==> src/rtl/ucsbece154b_issue_queue.sv <==
// Dual-issue fetch/decode instruction queue: circular buffer of {pc, instr} presenting the two oldest entries.
// Optional ISSUE_QUEUE_BYPASS_EN: an empty queue forwards fetched instructions to decode in the same cycle.
module ucsbece154b_issue_queue #(
  parameter int unsigned DEPTH = 8,
  parameter int unsigned XLEN  = 32
) (
  input  logic            clk,
  input  logic            reset,
  input  logic            fetch_valid_i,
  input  logic            fetch_valid2_i,
  input  logic [XLEN-1:0] fetch_instr1_i,
  input  logic [XLEN-1:0] fetch_instr2_i,
  input  logic [XLEN-1:0] fetch_pc1_i,
  input  logic [XLEN-1:0] fetch_pc2_i,
  output logic            fetch_ready_o,
  input  logic            StallD_i,
  input  logic            SplitD_i,
  input  logic            FlushD_i,
  output logic [XLEN-1:0] InstrD_o1,
  output logic [XLEN-1:0] InstrD_o2,
  output logic [XLEN-1:0] PCD_o1,
  output logic [XLEN-1:0] PCD_o2,
  output logic            ValidD_o1,
  output logic            ValidD_o2
);

  localparam int unsigned PTR_W = $clog2(DEPTH);
  localparam int unsigned CNT_W = PTR_W + 1;
  localparam logic [XLEN-1:0] NOP = XLEN'(32'h0000_0013);

  logic [XLEN-1:0]  r_pc    [DEPTH];
  logic [XLEN-1:0]  r_instr [DEPTH];
  logic [PTR_W-1:0] r_head;
  logic [PTR_W-1:0] r_tail;
  logic [CNT_W-1:0] r_count;
  logic             r_ready;

  logic             w_enq;
  logic [1:0]       w_enq_n;
  logic [1:0]       w_deq;
  logic [CNT_W-1:0] w_avail;
  logic [CNT_W-1:0] w_count_next;
  logic [PTR_W-1:0] w_head1;
  logic [PTR_W-1:0] w_tail1;

  assign fetch_ready_o = r_ready;
  assign w_head1       = r_head + PTR_W'(1);
  assign w_tail1       = r_tail + PTR_W'(1);

  // Wrong-path fetch during a flush is dropped; reset also blocks writes.
  assign w_enq   = fetch_valid_i & r_ready & ~FlushD_i & reset;
  assign w_enq_n = w_enq ? (fetch_valid2_i ? 2'd2 : 2'd1) : 2'd0;

`ifdef ISSUE_QUEUE_BYPASS_EN
  logic w_bypass;
  assign w_bypass = w_enq & (r_count == '0);
  // Bypassed instructions are dequeue candidates in the cycle they arrive.
  assign w_avail  = w_bypass ? CNT_W'(w_enq_n) : r_count;
`else
  assign w_avail  = r_count;
`endif

  // Dequeue amount; stall wins over split, flush is handled in the register block.
  always_comb begin
    w_deq = 2'd0;
    if (StallD_i) begin
      w_deq = 2'd0;
    end else if (SplitD_i) begin
      w_deq = (w_avail != '0) ? 2'd1 : 2'd0;
    end else if (w_avail >= CNT_W'(2)) begin
      w_deq = 2'd2;
    end else begin
      w_deq = w_avail[1:0];
    end
  end

  assign w_count_next = r_count + CNT_W'(w_enq_n) - CNT_W'(w_deq);

  // Pointer, count and ready registers.
  always_ff @(posedge clk) begin
    if (!reset) begin
      r_head  <= '0;
      r_tail  <= '0;
      r_count <= '0;
      r_ready <= 1'b0;
    end else if (FlushD_i) begin
      r_head  <= '0;
      r_tail  <= '0;
      r_count <= '0;
      r_ready <= 1'b1;
    end else begin
      r_head  <= r_head + PTR_W'(w_deq);
      r_tail  <= r_tail + PTR_W'(w_enq_n);
      r_count <= w_count_next;
      r_ready <= (w_count_next <= CNT_W'(DEPTH - 2));
    end
  end

  // Entry storage; contents are only observed through the valid-gated slots.
  always_ff @(posedge clk) begin
    if (w_enq) begin
      r_pc[r_tail]    <= fetch_pc1_i;
      r_instr[r_tail] <= fetch_instr1_i;
      if (fetch_valid2_i) begin
        r_pc[w_tail1]    <= fetch_pc2_i;
        r_instr[w_tail1] <= fetch_instr2_i;
      end
    end
  end

  // Decode slots; empty slots carry a NOP at PC 0.
  always_comb begin
    ValidD_o1 = 1'b0;
    ValidD_o2 = 1'b0;
    InstrD_o1 = NOP;
    InstrD_o2 = NOP;
    PCD_o1    = '0;
    PCD_o2    = '0;
`ifdef ISSUE_QUEUE_BYPASS_EN
    if (w_bypass) begin
      ValidD_o1 = 1'b1;
      InstrD_o1 = fetch_instr1_i;
      PCD_o1    = fetch_pc1_i;
      if (fetch_valid2_i) begin
        ValidD_o2 = 1'b1;
        InstrD_o2 = fetch_instr2_i;
        PCD_o2    = fetch_pc2_i;
      end
    end else begin
`else
    begin
`endif
      if (r_count >= CNT_W'(1)) begin
        ValidD_o1 = 1'b1;
        InstrD_o1 = r_instr[r_head];
        PCD_o1    = r_pc[r_head];
      end
      if (r_count >= CNT_W'(2)) begin
        ValidD_o2 = 1'b1;
        InstrD_o2 = r_instr[w_head1];
        PCD_o2    = r_pc[w_head1];
      end
    end
  end

endmodule

==> config.mk <==
export PLATFORM = sky130hd
export DESIGN_NAME = ucsbece154b_issue_queue
export DESIGN_NICKNAME = d
export VERILOG_FILES = /design/src/rtl/ucsbece154b_issue_queue.sv
export SDC_FILE = /design/constraint.sdc
export NUM_CORES = 1
export LEC_CHECK = 0
export ABC_AREA = 1
export CELL_PAD_IN_SITES_DETAIL_PLACEMENT = 1
export CELL_PAD_IN_SITES_GLOBAL_PLACEMENT = 1
export CORE_AREA = 2 2 312 314
export CTS_BUF_LIST = sky130_fd_sc_hd__clkbuf_8 sky130_fd_sc_hd__clkbuf_16
export DETAILED_ROUTE_END_ITERATION = 6
export DIE_AREA = 0 0 314 316
export GPL_ROUTABILITY_DRIVEN = 0
export PLACE_DENSITY = 0.64
export SKIP_LAST_GASP = 1
export SYNTH_ARGS = -nofsm -noshare
export SYNTH_HDL_FRONTEND = slang
export SYNTH_SLANG_ARGS = --single-unit
==> constraint.sdc <==
create_clock -name clk -period 9.91 [get_ports clk]
set_input_delay 2.4775 -clock clk [delete_from_list [all_inputs] [get_ports clk]]
set_output_delay 2.4775 -clock clk [all_outputs]
set_load 0.02 [all_outputs]
### Wiring by layer

Scale: 1 px per µm.
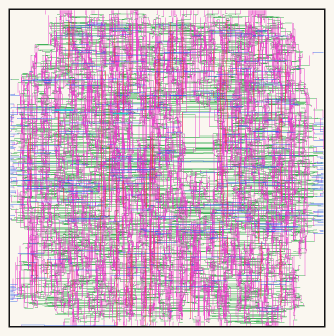
[magenta] met2 | wire length: 64.4 mm
[green] met1 | wire length: 57.9 mm
[red] met4 | wire length: 3020 µm
[cyan] met5 | wire length: 30.4 µm
[blue] met3 | wire length: 6500 µm

### Clock nets

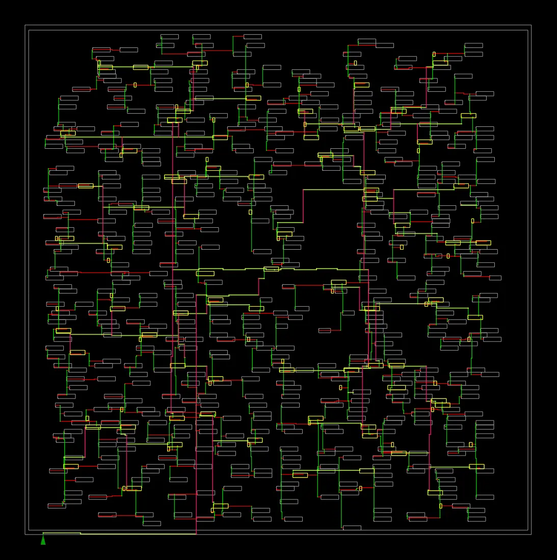
Sink Count: 523
Layout Skew: 0.0207 ns

### Pin placement

Scale: 1 px per µm. Pins as bars across the die edge, other pins in grey.
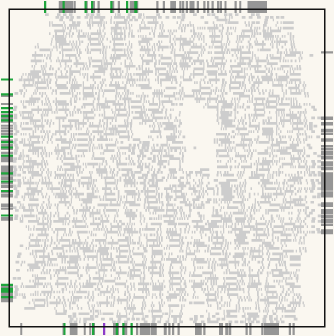
[purple] ValidD_o2 | pins: 1 | direction: output | edge: bottom
[green] fetch_instr2_i | pins: 32 | direction: input | edge: 19 left, 8 top, 5 bottom
all pins by edge: 75 top, 72 bottom, 65 left, 54 right

### Placed cells, one colour a class

Scale: 1 px per µm.
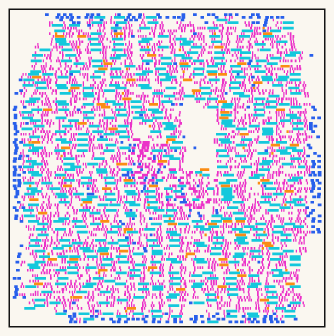
[cyan] flip-flops | cells: 523
[blue] other buffers and delay cells | cells: 317
[orange] clock drivers and dummy loads | cells: 119
[magenta] all other logic | cells: 3641

==> ci_impl_report.md <==
## PnR job results

| Metric | Value |
|---|---|
| Post-CTS Resized | 0 |
| Place WS | ~3.4 ns |
| Max-cap check violation count | 0 |
| Final instance area | about 38000 µm² |
| Overall fraction of global-route tracks in use | a little over a quarter |
| TritonCTS clock tree | done |
| Pwr top | registers |
| Max Clk Rate | 142 MHz |
| Req. time, crit path | between 7 and 8 ns |
| Critical Path Start Type | flip-flop |
| Placed Cells | approximately 5800 |
| Gr busiest metal | met2 |
| Number of ordinary inverters in the final layout | 344 |
| Hold Violations, Final | 0 |
| Largest net degree at the start of global routing | between 200 and 300 |
| Commonest Layout Cell | nand2_1 |
| Critical path type | reg2out |
| Largest regs | r_instr (256), r_pc (256), r_count (4) |
| Worst Hold Path EP | r_tail[2] |
| Max VDD drop | just over 0.1 mV |
| Clock buffer depth | 3 |
| Vias in the first global route | 31423 |
| Worst skew pair latency | around 0.62 ns |
| CP Max Fanout | around 71 |
| Slowest stage delay, CP | 0.90 ns |
| Most frequent cells in the layout | nand2_1, edfxtp_1, o21ai_0 |
| Worst-path clk slew | around 0.060 ns |
| Grt met1 use | roughly 34% |
| Initial antenna violation count | 6 |
| Horiz. Die Dim | 314 µm |
| Detailed-route DRC error count | 0 |
| # fillers | approximately 12000 |
| Top cells by area | edfxtp_1, nand2_1, o21ai_0 |
| Remaining antenna violation count | 0 |
| Tap Cells | approximately 1300 |
| Status | completed |
| Port Buf Inserts | 265 |
| Non-CTS buffers | around 320 |
| Combinational cell power | around 1.1 mW |
| First-pass GRT wire length | around 200000 µm |
| Register Area | roughly 16000 µm² |
| Core Box Area | roughly 96000 µm² |
| Flip-flops | ~520 |
| Hold Path Class | reg2reg |
| Dominant combinational family | simple AND/OR/NAND/NOR gates |
| Critical Path End Type | primary output |
| Cell area power density | about 160 nW/µm² |
| Met2 routed WL | ~64000 µm |
| Flip-flops with a built-in enable | between 500 and 600 |
| Final Util | between 30% and 40% |
| Logic area | 14400 µm² |
| Met2 Track Usage GR | 46.4% |
| Post-synthesis compound-gate area fraction | 12.8% |
| Clock buffer count from CTS | 69 |
| Initial DRC count | approximately 2200 |
| Clk root buf | clkbuf_16 |
| Share of flip-flops with an asynchronous set or reset | 0% |
| Clock power frac | about two fifths |
| Metal3 WL | between 6000 and 7000 µm |
| Cell type taking the most area | sequential cells |
| Overflow after GRT | 0 |
| Die area | around 100000 µm² |
| Number of distinct library cells after synthesis | 27 |
| CP Capture Point | PCD_o1[14] |
| RSZ-0062 raised after global routing | false |
| Fin Setup TNS | 0 ns |
| GR Util met3 | under 10% |
| Data buffer area share | approximately 8.1% |
| CP Launch Point | r_head[1] |
| XOR/XNOR Area Share | 0.102% |
| CTS Hold Buffers Added | 0 |
| Total chip power | about 5.9 mW |
| Comb area share | approximately 38% |
| Synth area leader | edfxtp_1 |
| Adders+Majority by Area | 0.617% |
| Nets | ~4700 |
| R2R setup slack | 6.36 ns |
| Register bit total from synthesis | approximately 520 |
| Synth warn | 0 |
| #MultiIn Comb | 3297 |
| M1 WL | about 58000 µm |
No activity file was given, so power comes from the tool's default toggle rates.
